$ cat config.mk
export PLATFORM = sky130hd
export DESIGN_NAME = cbctdes_ctrl
export DESIGN_NICKNAME = d
export VERILOG_FILES = /design/src/rtl/cbctdes_pkg.sv /design/src/rtl/cbctdes_ctrl_obuf.sv /design/src/rtl/cbctdes_ctrl.sv
export SDC_FILE = /design/constraint.sdc
export NUM_CORES = 1
export LEC_CHECK = 0
export CORE_AREA = 10 10 305 307
export DETAILED_ROUTE_END_ITERATION = 6
export DIE_AREA = 0 0 315 317
export GPL_ROUTABILITY_DRIVEN = 1
export GPL_TIMING_DRIVEN = 0
export SLEW_MARGIN = 20
export SYNTH_ARGS = -nofsm -noshare
export SYNTH_HDL_FRONTEND = slang
export SYNTH_SLANG_ARGS = --single-unit
$ cat constraint.sdc
create_clock -name clk_i -period 9.6 [get_ports clk_i]
set_clock_uncertainty 0.1 [all_clocks]
set_input_delay 1.44 -clock clk_i [delete_from_list [all_inputs] [get_ports clk_i]]
set_output_delay 1.44 -clock clk_i [all_outputs]
set_load 0.01 [all_outputs]
$ cat src/rtl/cbctdes_pkg.sv
// Shared types for the cbctdes host-side controller.
//   BLK_W        : cipher block width (64)
//   state_t      : controller FSM states
//   obuf_entry_t : output buffer entry {last, data}
package cbctdes_pkg;

    localparam int unsigned BLK_W = 64;

    typedef enum logic [2:0] {
        IDLE,
        ISSUE,
        WAIT,
        DRAIN,
        DONE
    } state_t;

    typedef struct packed {
        logic             last;
        logic [BLK_W-1:0] data;
    } obuf_entry_t;

endpackage

$ cat src/rtl/cbctdes_ctrl_obuf.sv
// Output buffer for cbctdes_ctrl: small synchronous FIFO of {last, data}.
// Ports:
//   clk_i, reset_i : clock, async active-low reset (flushes the FIFO)
//   push_i, push_data_i : write one entry
//   pop_i          : consume the head entry
//   head_o         : head entry, forced to zero while empty
//   empty_o        : FIFO empty
//   count_o        : current occupancy, feeds the controller's credit check
module cbctdes_ctrl_obuf
    import cbctdes_pkg::*;
#(
    parameter int unsigned DEPTH = 2
)
(
    input  logic                     clk_i,
    input  logic                     reset_i,
    input  logic                     push_i,
    input  obuf_entry_t              push_data_i,
    input  logic                     pop_i,
    output obuf_entry_t              head_o,
    output logic                     empty_o,
    output logic [$clog2(DEPTH):0]   count_o
);

    localparam int unsigned PTR_W = $clog2(DEPTH);
    localparam logic [PTR_W:0] FULL = (PTR_W+1)'(DEPTH);

    obuf_entry_t      mem [DEPTH];
    logic [PTR_W-1:0] wr_ptr_q;
    logic [PTR_W-1:0] rd_ptr_q;
    logic [PTR_W:0]   count_q;
    logic             do_push;
    logic             do_pop;

    assign do_pop  = pop_i && (count_q != '0);
    // A push into a full FIFO is accepted when the head leaves in the same cycle.
    assign do_push = push_i && ((count_q != FULL) || do_pop);

    always_ff @(posedge clk_i or negedge reset_i) begin
        if (!reset_i) begin
            wr_ptr_q <= '0;
            rd_ptr_q <= '0;
            count_q  <= '0;
        end else begin
            if (do_push) wr_ptr_q <= wr_ptr_q + 1'b1;
            if (do_pop)  rd_ptr_q <= rd_ptr_q + 1'b1;
            case ({do_push, do_pop})
                2'b10:   count_q <= count_q + 1'b1;
                2'b01:   count_q <= count_q - 1'b1;
                default: count_q <= count_q;
            endcase
        end
    end

    always_ff @(posedge clk_i) begin
        if (do_push) mem[wr_ptr_q] <= push_data_i;
    end

    assign empty_o = (count_q == '0);
    assign count_o = count_q;
    assign head_o  = empty_o ? '0 : mem[rd_ptr_q];

endmodule

$ cat src/rtl/cbctdes_ctrl.sv
// cbctdes_ctrl: host-side initiator for the cbctdes core.
// Accepts one message command (mode, keys, IV, block count), streams blocks
// from an upstream valid/ready source into the core (start on the first block),
// buffers core results and presents them downstream with a last flag.
// Ports:
//   clk_i, reset_i           : clock, async active-low reset
//   cmd_*                    : command handshake and fields (accepted in IDLE only)
//   s_data_i/s_valid_i/s_ready_o : upstream block stream
//   m_data_o/m_valid_o/m_last_o/m_ready_i : downstream result stream
//   core_*_o / core_*_i      : interface to the cbctdes core
//   busy_o                   : message in progress
//   done_o                   : one-cycle pulse once a message has fully drained
// Configuration macro CBCTDES_CTRL_CHAIN_EN adds cmd_chain_i / iv_next_o so a
// message can continue the CBC chain of the previous one.
module cbctdes_ctrl
    import cbctdes_pkg::*;
#(
    parameter int unsigned LEN_W      = 16,
    parameter int unsigned OBUF_DEPTH = 2
)
(
    input  logic             clk_i,
    input  logic             reset_i,
    input  logic             cmd_valid_i,
    output logic             cmd_ready_o,
    input  logic             cmd_mode_i,
    input  logic [BLK_W-1:0] cmd_key1_i,
    input  logic [BLK_W-1:0] cmd_key2_i,
    input  logic [BLK_W-1:0] cmd_key3_i,
    input  logic [BLK_W-1:0] cmd_iv_i,
    input  logic [LEN_W-1:0] cmd_nblk_i,
    input  logic [BLK_W-1:0] s_data_i,
    input  logic             s_valid_i,
    output logic             s_ready_o,
    output logic [BLK_W-1:0] m_data_o,
    output logic             m_valid_o,
    output logic             m_last_o,
    input  logic             m_ready_i,
    output logic             core_start_o,
    output logic             core_mode_o,
    output logic [BLK_W-1:0] core_key1_o,
    output logic [BLK_W-1:0] core_key2_o,
    output logic [BLK_W-1:0] core_key3_o,
    output logic [BLK_W-1:0] core_iv_o,
    output logic [BLK_W-1:0] core_data_o,
    output logic             core_valid_o,
    input  logic             core_ready_i,
    input  logic [BLK_W-1:0] core_data_i,
    input  logic             core_valid_i,
    output logic             busy_o,
    output logic             done_o
`ifdef CBCTDES_CTRL_CHAIN_EN
    ,
    input  logic             cmd_chain_i,
    output logic [BLK_W-1:0] iv_next_o
`endif
);

    localparam int unsigned CNT_W = $clog2(OBUF_DEPTH) + 1;

    state_t           state_q;
    state_t           state_d;

    logic             mode_q;
    logic [BLK_W-1:0] key1_q;
    logic [BLK_W-1:0] key2_q;
    logic [BLK_W-1:0] key3_q;
    logic [BLK_W-1:0] iv_q;
    logic [LEN_W-1:0] remaining_q;
    logic             first_q;
    logic             done_q;

    logic [BLK_W-1:0] iv_sel;
    logic             cmd_fire;
    logic             blk_fire;
    logic             res_fire;
    logic             inflight;
    logic             credit;
    logic [CNT_W:0]   occupied;

    obuf_entry_t      ob_push_data;
    obuf_entry_t      ob_head;
    logic             ob_empty;
    logic             ob_pop;
    logic [CNT_W-1:0] ob_count;

    // ------------------------------------------------------------------
    // Handshake qualifiers
    // ------------------------------------------------------------------
    assign cmd_fire = (state_q == IDLE) && cmd_valid_i;
    assign blk_fire = core_valid_o;
    // Results outside WAIT are protocol violations and are dropped.
    assign res_fire = (state_q == WAIT) && core_valid_i;
    assign inflight = (state_q == WAIT);

    // Issue only if the result of this block plus any pending one is sure to fit.
    assign occupied = {1'b0, ob_count} + {{CNT_W{1'b0}}, inflight};
    assign credit   = occupied < (CNT_W+1)'(OBUF_DEPTH);

`ifdef CBCTDES_CTRL_CHAIN_EN
    logic [BLK_W-1:0] iv_next_q;
    logic [BLK_W-1:0] last_in_q;
    logic [BLK_W-1:0] last_out_q;

    assign iv_sel = cmd_chain_i ? iv_next_q : cmd_iv_i;

    // Chaining value is the last ciphertext seen: the core output when
    // encrypting, the input block when decrypting. first_q still set at
    // DONE means an empty message, which leaves the chain untouched.
    always_ff @(posedge clk_i or negedge reset_i) begin
        if (!reset_i) begin
            iv_next_q  <= '0;
            last_in_q  <= '0;
            last_out_q <= '0;
        end else begin
            if (blk_fire) last_in_q  <= s_data_i;
            if (res_fire) last_out_q <= core_data_i;
            if ((state_q == DONE) && !first_q)
                iv_next_q <= mode_q ? last_in_q : last_out_q;
        end
    end

    assign iv_next_o = iv_next_q;
`else
    assign iv_sel = cmd_iv_i;
`endif

    // ------------------------------------------------------------------
    // State register
    // ------------------------------------------------------------------
    always_ff @(posedge clk_i or negedge reset_i) begin
        if (!reset_i) state_q <= IDLE;
        else          state_q <= state_d;
    end

    // ------------------------------------------------------------------
    // Next-state logic
    // ------------------------------------------------------------------
    always_comb begin
        state_d = state_q;
        case (state_q)
            IDLE:  if (cmd_valid_i) state_d = (cmd_nblk_i == '0) ? DONE : ISSUE;
            ISSUE: if (blk_fire)    state_d = WAIT;
            WAIT:  if (core_valid_i)
                       state_d = (remaining_q == LEN_W'(1)) ? DRAIN : ISSUE;
            DRAIN: if (ob_empty)    state_d = DONE;
            DONE:                   state_d = IDLE;
            default:                state_d = IDLE;
        endcase
    end

    // ------------------------------------------------------------------
    // Outputs
    // ------------------------------------------------------------------
    always_comb begin
        cmd_ready_o  = (state_q == IDLE);
        busy_o       = (state_q != IDLE);
        s_ready_o    = (state_q == ISSUE) && core_ready_i && credit;
        core_valid_o = s_valid_i && s_ready_o;
        core_start_o = core_valid_o && first_q;
        core_data_o  = (state_q == ISSUE) ? s_data_i : '0;
    end

    // ------------------------------------------------------------------
    // Message registers
    // ------------------------------------------------------------------
    always_ff @(posedge clk_i or negedge reset_i) begin
        if (!reset_i) begin
            mode_q      <= 1'b0;
            key1_q      <= '0;
            key2_q      <= '0;
            key3_q      <= '0;
            iv_q        <= '0;
            remaining_q <= '0;
            first_q     <= 1'b0;
            done_q      <= 1'b0;
        end else begin
            done_q <= (state_q == DONE);
            if (cmd_fire) begin
                mode_q      <= cmd_mode_i;
                key1_q      <= cmd_key1_i;
                key2_q      <= cmd_key2_i;
                key3_q      <= cmd_key3_i;
                iv_q        <= iv_sel;
                remaining_q <= cmd_nblk_i;
                first_q     <= 1'b1;
            end else begin
                if (blk_fire) first_q     <= 1'b0;
                if (res_fire) remaining_q <= remaining_q - 1'b1;
            end
        end
    end

    assign core_mode_o = mode_q;
    assign core_key1_o = key1_q;
    assign core_key2_o = key2_q;
    assign core_key3_o = key3_q;
    assign core_iv_o   = iv_q;
    assign done_o      = done_q;

    // ------------------------------------------------------------------
    // Output buffer
    // ------------------------------------------------------------------
    assign ob_push_data.last = (remaining_q == LEN_W'(1));
    assign ob_push_data.data = core_data_i;
    assign ob_pop            = m_valid_o && m_ready_i;

    cbctdes_ctrl_obuf #(
        .DEPTH (OBUF_DEPTH)
    ) u_obuf (
        .clk_i       (clk_i),
        .reset_i     (reset_i),
        .push_i      (res_fire),
        .push_data_i (ob_push_data),
        .pop_i       (ob_pop),
        .head_o      (ob_head),
        .empty_o     (ob_empty),
        .count_o     (ob_count)
    );

    assign m_valid_o = !ob_empty;
    assign m_data_o  = ob_head.data;
    assign m_last_o  = ob_head.last;

endmodule

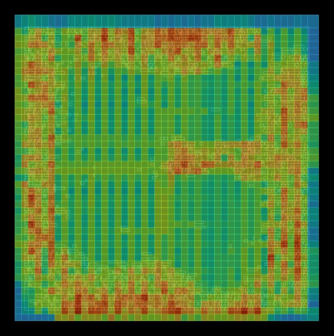
Run 1: routing congestion
met2 usage: 23.7%
post-layout util: 31.9%
met1 GRT Util: 16.2%

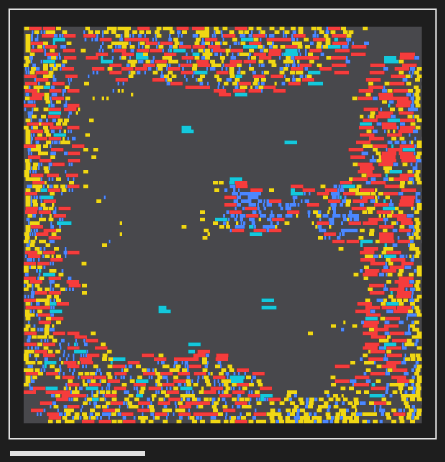
Run 1: cells coloured by class
The bar under the picture is 100 um long. Fill, decap, tap and diode cells in grey.
other buffers and delay cells -> yellow  # cells 898
all other logic -> blue  # cells 1094
clock drivers and dummy loads -> cyan  # cells 89
flip-flops -> red  # cells 412

==> summary.txt, run 1 <==
Status: complete, no violations
Worst slew pin tran: 1110 ps
Reg-to-Reg Start: state_q[1]
Worst setup EP type: output port
Registers, synthesis: 412
# Cells Yosys: 1592
Most common reg cell: dfrtp_1
Mean post-synth cell area: 10.3 um2
Power per cell area: 311 nW/um2
Min Tclk post-route: 5090 ps
Chip area: 99900 um2
Initial antenna violation count: 22
Worst setup startpoint: state_q[1]
Overflow after GRT: 0
Synth cell types: 48
Biggest area cells: dfrtp_1 43%, edfxtp_1 24%, nand2_1 18%
Most used logic cell in the final layout: clkdlybuf4s50_1
Global-route wire length before repair: 104000 um
Die width: 315 um
Worst setup SP type: flop
Final setup violation count: 0
Comb/total area: 18.1%
I/O Pins: 801
IR Drop Worst-Case VDD: 165 uV
CTS Buf Count: 48
End point of the critical path: core_data_o[26]
Core ar.: 86600 um2
# port buffers: 800
Hold Crit Class: reg2reg
Worst Path Required: 8060 ps
Layout cells sized above 1: 4.69%
Post-route ant nets: 0
Hold Slack: 370 ps
Worst R2R Path Depth: 6
Remaining DRCs: 0
Insertion delay to the later sink of the worst-skew pair: 610 ps
CTS tree: done
Hold Path End: core_iv_o[39]
Number of sinks on the clock net: 412
Clock-cell share of area: 6.05%
Largest net degree at the start of global routing: 89
Tot Pwr: 8590 uW
Top Layer Used: met5
Routed length on met1: 29000 um
Sequential area share after synthesis: 67.1%
R2R Setup Slk: 6300 ps
Max-area cell class: flip-flops and latches
Routed len/inst: 20.1 um
Post-synth EDFFs: 130
Via count: 14300
WL met3: 7450 um
Post-Synthesis Cells: 1592
Final Hold Viols: 0
Hold Crit Start: core_iv_o[39]
Detail Route met2 WL: 35300 um
Fin. max-slew vios: 0
Vias per cell: 3.92
Vias in the first global route: 14500
Signal buffers: 898
#MultiIn Comb: 1087
Max Clock Freq: 197 MHz
Setup TNS: 0 ps
Final non-clock buffer share: 30.8%
FFs w/ async S/R, synth: 68.4%
Area share, top type: 43.2%
Post_cts resized: 0
DP HPWL: 59300 um
GR Util met3: 5.65%
Gpl congestion: 0.835
# clk buffers: 62
Die span in y: 317 um
Hold path cells: 2
Seq/total area: 39.7%
Tool warnings: 27
Max-Cap Viols: 0
Layout area overhead: 69.2%
Storage cell area: 11000 um2
Largest area contributor in the netlist: dfrtp_1
Initial Util: 18.9%
Routed Wire Length: 73400 um
R2r endpoint: core_iv_o[44]
Max H-tree Level: 2
Non-clock inverter total of the final layout: 7
CP max FO: 10
Arr. time, crit path: 3550 ps
Yosys warnings: 0
Row cnt: 108
Initial drt markers: 695
Top logic cells by instance count in the layout: 799 x clkdlybuf4s50_1, 793 x nand2_1, 282 x dfrtp_1
Cycle use final: 53.0%
Clock Tree Root: clkbuf_16
Reg clk slew, reported paths: 60 ps
# hold bufs at CTS: 0
Syn_nets: 2002
RSZ-0062 raised after global routing: no
Diode count: 2
Flip-flops: 412
Leak Pwr: 0.0119 uW
Longest Clk Path Bufs: 3
MI comb area: 5010 um2
Post-CTS Setup Inserts: 0
Yosys stat area: 16300 um2
Setup CP Type: reg2out
N_taps: 1155
Cell Area, Synth: 16300 um2
GR Util All Layers: 13.9%
Global route hottest layer: met2
First-pass DRT Iterations: 4
# fillers: 8912
# nets final: 2864
Rel. slew slack: 25.6%
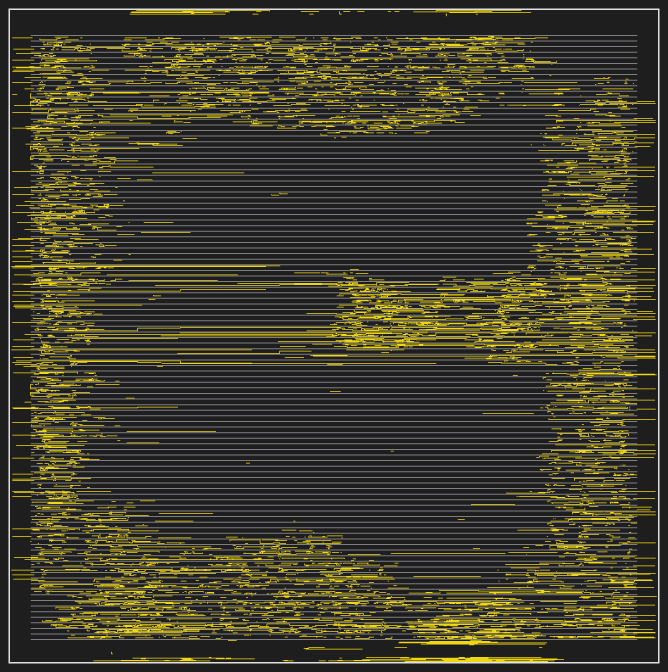
Run 1: the metal 1 layer
Supply wires on this layer in grey.
share of all routed wire = 40%
longest straight run = 133 um
wire length on this layer = 29.0 mm
main direction = horizontal

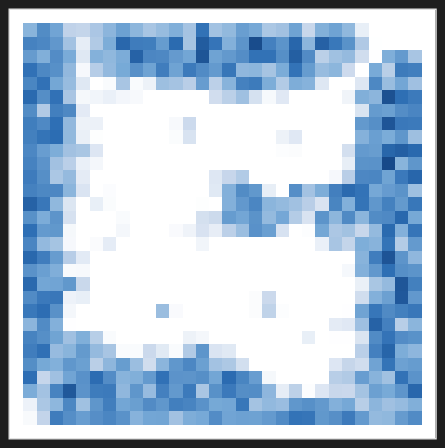
Run 1: placement density heat map
The die is cut into 32 by 32 equal tiles; white is low, dark blue is high, 0 to 100% covered.
fullest tile = 90%
nearly empty tiles = 44%
densest ninth of the die = right middle
tiles over 75% full = 3.3%
emptiest ninth of the die = middle

-- run 1: logic make-up after synthesis --
family / count (synthesis) / synth area share [%]
AND-OR/OR-AND: 33 / 1.53
XOR/XNOR: 4 / 0.215
adder cells (fa/ha/maj): 2 / 0.153
buffers and inverters: 93 / 2.25
flip-flops: 412 / 67.1
multiplexers: 68 / 4.18
AND/OR/NAND/NOR: 980 / 24.5
-- run 1: cell usage after synthesis (6+ instances only) --
cell and count:
mux2i_1 66, o311ai_1 6, clkbuf_1 64, edfxtp_1 130, and2_1 66, nand2_1 793, inv_1 7, nor3_1 7
buf_2 14, nor2_1 77, buf_1 8, dfrtp_1 282, a21oi_1 6
-- run 1: report_power, final --
part           internal, uW  leakage [uW]  switching (uW)
clock network          1130      0.000817             791
logic                  1890       0.00646            2020
registers              2420       0.00467             330
total                  5450        0.0119            3150
-- run 1: sequential cells by signal, summed over array words and instances, names as in the netlist, 2 cells and up --
| register | flops |
|---|---|
| core_key3_o | 64 |
| core_key2_o | 64 |
| core_iv_o | 64 |
| remaining_q | 16 |
| u_obuf.mem | 130 |
| state_q | 3 |
| core_key1_o | 64 |
| u_obuf.count_o | 2 |
-- run 1: worst max-delay path, cell delays in order (launching register included) --
cell and delay [ps]:
dfrtp_1 410, clkbuf_1 250, nor3b_1 420, clkbuf_1 500
clkbuf_1 480, and2_1 270, clkdlybuf4s50_1 600
-- run 1: through the flow --
step / instance area [um2] / instances / setup WS (ps)
final: 27600 / 3650 / 4510
after global routing: 27600 / 3649 / 4120
after CTS: 27600 / 3648 / 4210
after detailed placement: 26000 / 3559 / 4910
after global placement: 25800 / 3547 / -6630
after floorplan: 16300 / 1592 / 2610
Run 1, met4 routing:
The bar under the picture is 100 um long. Supply wires on this layer in grey.
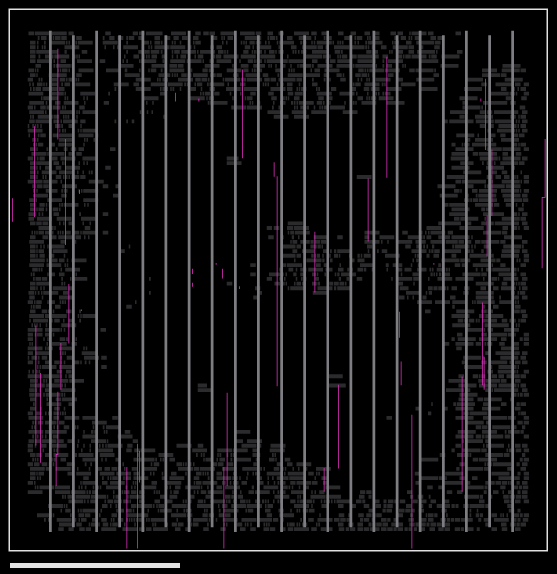

==> run 2, diff against run 1 <==
- clock period: 9.6 -> 5.3 ns (I/O delays scaled with it)
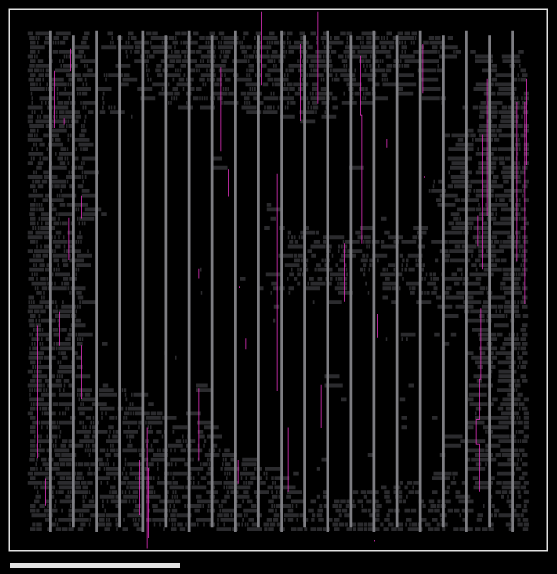
Run 2: met4 routing
The bar under the picture is 100 um long. Supply wires on this layer in grey.
wire length on this layer = 1580 um
share of all routed wire = 2.0%

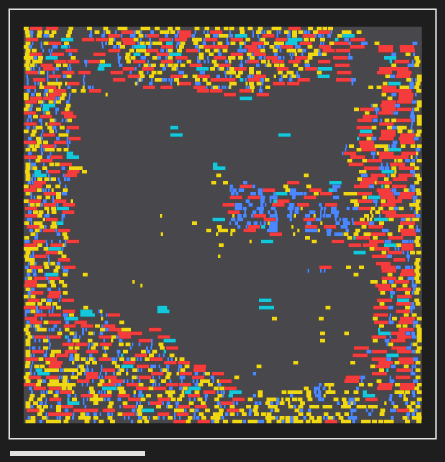
Run 2: cells coloured by class
The bar under the picture is 100 um long. Fill, decap, tap and diode cells in grey.
row cnt: 108
Seq/total area: 39.6%
post-layout util: 32.0%

==> summary.txt, run 2 <==
Setup TNS: 0 ps (unchanged)
Die span in y: 317 um (unchanged)
Initial antenna violation count: 27 (+23%)
Reg-to-Reg Start: state_q[1]
R2R Setup Slk: 2070 ps (-4230 ps)
Top Layer Used: met5
Fin. max-slew vios: 0 (unchanged)
Final setup violation count: 0 (unchanged)
Layout area overhead: 69.6%
Setup Slack @ Placement: 1090 ps (-3820 ps)
Most used logic cell in the final layout: clkdlybuf4s50_1
Most frequent cell after synthesis: nand2_1
Arr. time, crit path: 3880 ps (+330 ps)
Fin area: 27700 um2 (+0.21%)
Met1 GRT Util: 17.3% (+1.1 points)
Yosys warnings: 0 (unchanged)
Global route hottest layer: met2
Syn_nets: 2002 (unchanged)
I/O Pins: 801 (unchanged)
# nets final: 2862 (-0.070%)
Gpl congestion: 0.897 (+7.3%)
CTS tree: done
Biggest area cells: dfrtp_1 43%, edfxtp_1 24%, nand2_1 18%
Overflow after GRT: 0 (unchanged)
Tool warnings: 27 (unchanged)
Top logic cells by instance count in the layout: 799 x clkdlybuf4s50_1, 793 x nand2_1, 282 x dfrtp_1
Worst setup SP type: flop
Max-Cap Viols: 0 (unchanged)
Layout cells sized above 1: 4.50% (-0.19 points)
Max FFs per register: 130 (unchanged)
Yosys stat area: 16300 um2 (unchanged)
Clock Tree Root: clkbuf_16
Post_cts resized: 0 (unchanged)
Most frequent CP cell: clkbuf_1
Cycle use final: 90.1%
Synth cell types: 48 (unchanged)
WL met3: 9490 um (+27%)
Global-route wire length before repair: 109000 um (+5.0%)
Chip area: 99900 um2 (unchanged)
Power per cell area: 567 nW/um2 (+82%)
Placed Area: 26000 um2 (+0.16%)
Hold Crit Start: core_iv_o[27]
Insertion delay to the later sink of the worst-skew pair: 610 ps (about the same)
Rel. slew slack: 23.0% (-2.6 points)
Vias per cell: 3.95 (+0.76%)
# port buffers: 800 (unchanged)
Detail Route met2 WL: 37000 um (+4.6%)
Registers, synthesis: 412 (unchanged)
Max Clock Freq: 209 MHz
Min Tclk post-route: 4780 ps
Final WS setup: 523 ps (-3990 ps)
Final Hold Viols: 0 (unchanged)
# Cells Yosys: 1592 (unchanged)
Worst setup startpoint: state_q[0]
Routed Wire Length: 78800 um (+7.3%)
Post-route ant nets: 0 (unchanged)
Routed length on met1: 30600 um (+5.6%)
Number of sinks on the clock net: 412 (unchanged)
Mean post-synth cell area: 10.3 um2 (unchanged)
Most common reg cell: dfrtp_1
Leak Pwr: 0.0119 uW (about the same)
Area share, top type: 43.2% (unchanged)
GR Util met3: 7.36% (+1.7 points)
CTS Buf Count: 48 (unchanged)
Largest net degree at the start of global routing: 87 (-2.2%)
Post-synth EDFFs: 130 (unchanged)
Cell Area, Synth: 16300 um2 (unchanged)
Setup CP Type: reg2out
Max incr delay on CP: 620 ps (+20 ps)
GR Util All Layers: 14.9% (+1.1 points)
Largest area contributor in the netlist: dfrtp_1
Sequential area share after synthesis: 67.1% (unchanged)
Hold Crit Class: reg2reg
First-pass DRT Iterations: 6 (+2)
Critical path cell sequence: clkbuf_1 > nor3b_1 > clkbuf_1 > clkbuf_1 > and2_1 > clkdlybuf4s50_1
Initial drt markers: 824 (+19%)
RSZ-0062 raised after global routing: no
DP HPWL: 63900 um (+7.7%)
Die width: 315 um (unchanged)
FFs w/ async S/R, synth: 68.4% (unchanged)
Vias in the first global route: 14900 (+2.8%)
Worst Path Required: 4410 ps (-3650 ps)
Leading cell types by count after synthesis: 793 x nand2_1, 282 x dfrtp_1, 130 x edfxtp_1
Status: complete, no violations
Longest Clk Path Bufs: 3 (unchanged)
Initial Util: 18.9% (unchanged)
Max H-tree Level: 2 (unchanged)
Reg clk slew, reported paths: 60 ps (about the same)
# fillers: 9001 (+1.0%)
Post-Synthesis Cells: 1592 (unchanged)
Via count: 14400 (+0.95%)
Core ar.: 86600 um2 (unchanged)
Routed len/inst: 21.5 um (+7.1%)
Worst setup EP type: output port
Remaining DRCs: 0 (unchanged)
Largest Register: u_obuf.mem
Worst slew pin tran: 1150 ps (+41.8 ps)
IR Drop Worst-Case VDD: 327 uV (+98%)
CP max FO: 10 (unchanged)
Slowest CP cell: clkdlybuf4s50_1
Met2 usage: 24.6% (+0.91 points)
run 2: cell counts after synthesis:
Identical to the previous run, type by type.
run 2: where the power goes:
group	internal, uW	leakage, uW	switching, uW	total (uW)
sequential	4390	0.00467	625	5010
combinational	3430	0.00646	3800	7230
clock	2020	0.000801	1440	3460
run 2: path summary, 6_finish.rpt:
| kind | endpoint | cells after the start |
|---|---|---|
| setup reg to reg | core_key1_o[60] | 6 |
| hold / removal | core_iv_o[27] | 2 |
| max in group asynchronous | core_key2_o[14] | 4 |
| setup / recovery | core_data_o[20] | 6 |
| min in group asynchronous | core_iv_o[47] | 2 |
| hold reg to reg | core_iv_o[27] | 2 |
run 2: cell type report:
cell class	instances	area [um2]	area share (%)
Timing Repair Buffer	810	8220	29.7
Multi-Input combinational cell	1087	5020	18.1
Clock buffer	65	1370	4.93
Tap cell	1155	1450	5.22
Clock inverter	22	285	1.03
Sequential cell	412	11000	39.6
Antenna cell	13	32.5	0.117
Inverter	7	26.3	0.0949
Buffer	86	340	1.23
run 2: worst max-delay path: cells and delay by family (launching register included):
family,cells,cell delay [ps]
buffers and inverters,4,2050
and+or+nand+nor,2,890
DFF,1,320
run 2: timing repair:
item | 4_1_cts | 5_1_grt
hold endpoints to repair | 34 | 0
setup buffers | 0 | 0
hold buffers | 1 | 0
run 2: cells by family after synthesis:
kind of cell,after synthesis,synth area share (%)
xor gates and xnor gates,4,0.215
adders and majority gates,2,0.153
DFF,412,67.1
muxes,68,4.18
buffers and inverters,93,2.25
AOI/OAI and AO/OA,33,1.53
and+or+nand+nor,980,24.5
run 2: through the flow:
step                utilization (%)  power, uW  hold WS, ps  cells
CTS                            31.9      16000          375   3644
finish                         32.0      15700          370   3657
global route                   31.9      16700          388   3648
floorplan                         -       7900          342   1592
global placement               29.8      12400          350   3547
detailed placement             30.0      12400          361   3556
Run 2, placement density heat map:
The die is cut into 32 by 32 equal tiles; white is low, dark blue is high, 0 to 100% covered.
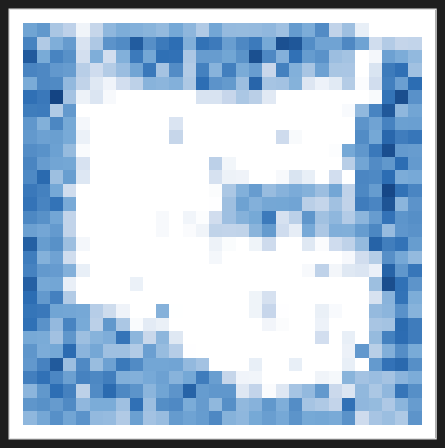

==> run 3, diff against run 2 <==
- DONT_BUFFER_PORTS: not set -> 1
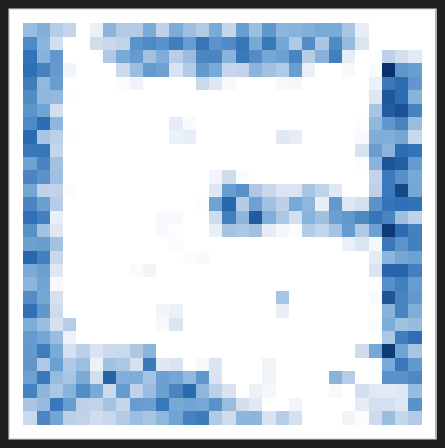
Run 3: placement density heat map
The die is cut into 32 by 32 equal tiles; white is low, dark blue is high, 0 to 100% covered.
emptiest ninth of the die = middle
tiles over 75% full = 2.2%
mean over tiles = 18%
fullest tile = 99%
nearly empty tiles = 57%

==> summary.txt, run 3 <==
Status: complete, but fails checks
I/O Pins: 801 (unchanged)
Routed Wire Length: 71600 um (-9.1%)
Largest area contributor in the netlist: dfrtp_1
Reg-to-Reg Start: state_q[1]
FFs w/ async S/R, synth: 68.4% (unchanged)
Initial antenna violation count: 14 (-48%)
Synth cell types: 48 (unchanged)
MI comb area: 5020 um2 (unchanged)
Yosys warnings: 0 (unchanged)
Via count: 11400 (-21%)
Met1 GRT Util: 15.5% (-1.8 points)
Global-route wire length before repair: 94600 um (-13%)
Max H-tree Level: 2 (unchanged)
CTS Buf Count: 45 (-6.3%)
Detail Route met2 WL: 32900 um (-11%)
Max Clock Freq: 237 MHz (+13%)
Int Power: 7270 uW (-26%)
Remaining DRCs: 0 (unchanged)
Top Layer Used: met5
Fin. max-slew vios: 0 (unchanged)
Initial Util: 18.9% (unchanged)
CTS tree: done
Reg power frac: 46.5% (+15 points)
Placed insts: 2753 (-23%)
Leading cell types by count after synthesis: 793 x nand2_1, 282 x dfrtp_1, 130 x edfxtp_1
Met2 usage: 21.4% (-3.2 points)
Top logic cells by instance count in the layout: 793 x nand2_1, 282 x dfrtp_1, 130 x edfxtp_1
Registers, synthesis: 412 (unchanged)
Layout cells sized above 1: 6.12% (+1.6 points)
Max FFs per register: 130 (unchanged)
Worst setup SP type: flop
# nets final: 2055 (-28%)
Placed Area: 17900 um2 (-31%)
Global route hottest layer: met2
Switch Pwr: 5330 uW (-8.9%)
# fillers: 9405 (+4.5%)
R2R Setup Slk: 2030 ps (-40 ps)
Final Hold Viols: 180 (+180)
Yosys stat area: 16300 um2 (unchanged)
Clock Tree Root: clkbuf_16
Hold Crit Class: in2async
GR Util All Layers: 13.4% (-1.6 points)
Post-Synthesis Cells: 1592 (unchanged)
R2r endpoint: core_key1_o[60]
Layout area overhead: 18.8%
Post-synth EDFFs: 130 (unchanged)
Comb pwr share: 28.4% (-18 points)
Clock Power Share: 25.1% (+3.1 points)
Mean post-synth cell area: 10.3 um2 (unchanged)
Post_cts resized: 0 (unchanged)
Power per cell area: 650 nW/um2 (+15%)
Final Non-Filler Cells: 2847 (-22%)
Largest Register: u_obuf.mem
Worst Path Required: 4410 ps (about the same)
Worst setup EP type: output port
Most frequent cell after synthesis: nand2_1
Post-CTS Setup Inserts: 0 (unchanged)
Setup Slack @ Placement: 1540 ps (+451 ps)
Arr. time, crit path: 3330 ps (-550 ps)
Area share, top type: 43.2% (unchanged)
Failing checks: negative hold slack
# port buffers: 0 (-100%)
Die span in y: 317 um (unchanged)
Gpl congestion: 0.933 (+4.0%)
Cell Area, Synth: 16300 um2 (unchanged)
Leak Pwr: 0.00876 uW (-27%)
Tool warnings: 32 (+19%)
Number of sinks on the clock net: 412 (unchanged)
Hold Slack: -181 ps (-551 ps)
RSZ-0062 raised after global routing: no
DP HPWL: 58600 um (-8.2%)
Initial drt markers: 748 (-9.2%)
Final setup violation count: 0 (unchanged)
Routed len/inst: 25.2 um (+17%)
GR Util met3: 7.17% (-0.19 points)
First-pass DRT Iterations: 5 (-1)
Max-Cap Viols: 0 (unchanged)
Longest Clk Path Bufs: 3 (unchanged)
Chip area: 99900 um2 (unchanged)
Post-layout util: 22.4% (-9.6 points)
Vias in the first global route: 11700 (-22%)
Largest net degree at the start of global routing: 283 (+230%)
Post-route ant nets: 0 (unchanged)
Most used logic cell in the final layout: nand2_1
Biggest area cells: dfrtp_1 43%, edfxtp_1 24%, nand2_1 18%
Switching Fraction: 42.3% (+5.0 points)
Syn_nets: 2002 (unchanged)
Routed length on met1: 27600 um (-10%)
Setup TNS: 0 ps (unchanged)
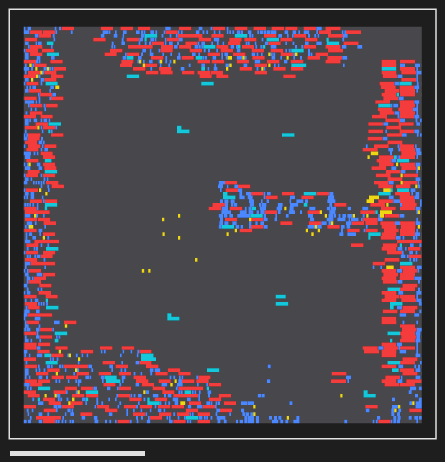
Run 3: cells coloured by class
The bar under the picture is 100 um long. Fill, decap, tap and diode cells in grey.
fin area: 19400 um2
Seq/total area: 56.5%
Core ar.: 86600 um2

## run 3: cell types whose count changed in the layout (fill, tap and decap cells not counted), moves of 2 or more
| cell | change |
|---|---|
| clkbuf_16 | -3 |
| diode_2 | -3 |
| clkbuf_2 | +2 |
| clkbuf_8 | -3 |
| clkdlybuf4s50_1 | -799 |
| buf_16 | -5 |
| inv_6 | +3 |
| clkinv_4 | -3 |
## run 3: power groups by stage
stage,Sequential (uW),Combinational (uW),Clock (uW)
2_1_floorplan,5430,2470,0
5_1_grt,5970,4060,3400
6_report,5860,3590,3160
3_3_place_gp,5950,3590,0
4_1_cts,5910,3680,3270
3_5_place_dp,5930,3700,0
## run 3: worst max path at each step
stage                      start  depth (start not counted)  slack [ps]                end
floorplan           core_valid_i                          3         980   u_obuf.mem[0][0]
detailed placement    state_q[1]                          5        1540     core_data_o[3]
finish                state_q[1]                          5        1070     core_data_o[7]
global placement    core_valid_i                          3        -690  u_obuf.mem[0][10]
CTS                   state_q[1]                          5         870     core_data_o[3]
global route          state_q[0]                          5         790    core_data_o[22]
## run 3: cell families after synthesis
logic type	synth area share, %
simple gates	24.5
flops	67.1
buf+inv	2.25
mux	4.18
compound gates	1.53
xor+xnor	0.215
fa+ha+maj	0.153
## run 3: layout make-up
class / instances / share of cell area (%)
clock inverter: 22 / 1.16
sequential: 412 / 56.5
timing repair buffer: 6 / 0.490
tap: 1155 / 7.45
multi-input combinational: 1087 / 25.9
buffer: 86 / 1.77
clock buffer: 62 / 6.50
inverter: 7 / 0.135
antenna: 10 / 0.129
## run 3: critical path, stage by stage, from the launching register on
cell      delay (ps)
dfrtp_1          410
clkbuf_1         260
nor3b_1          590
clkbuf_1         510
clkbuf_1         570
and2_1           410
Power and IR drop assume default switching activity.
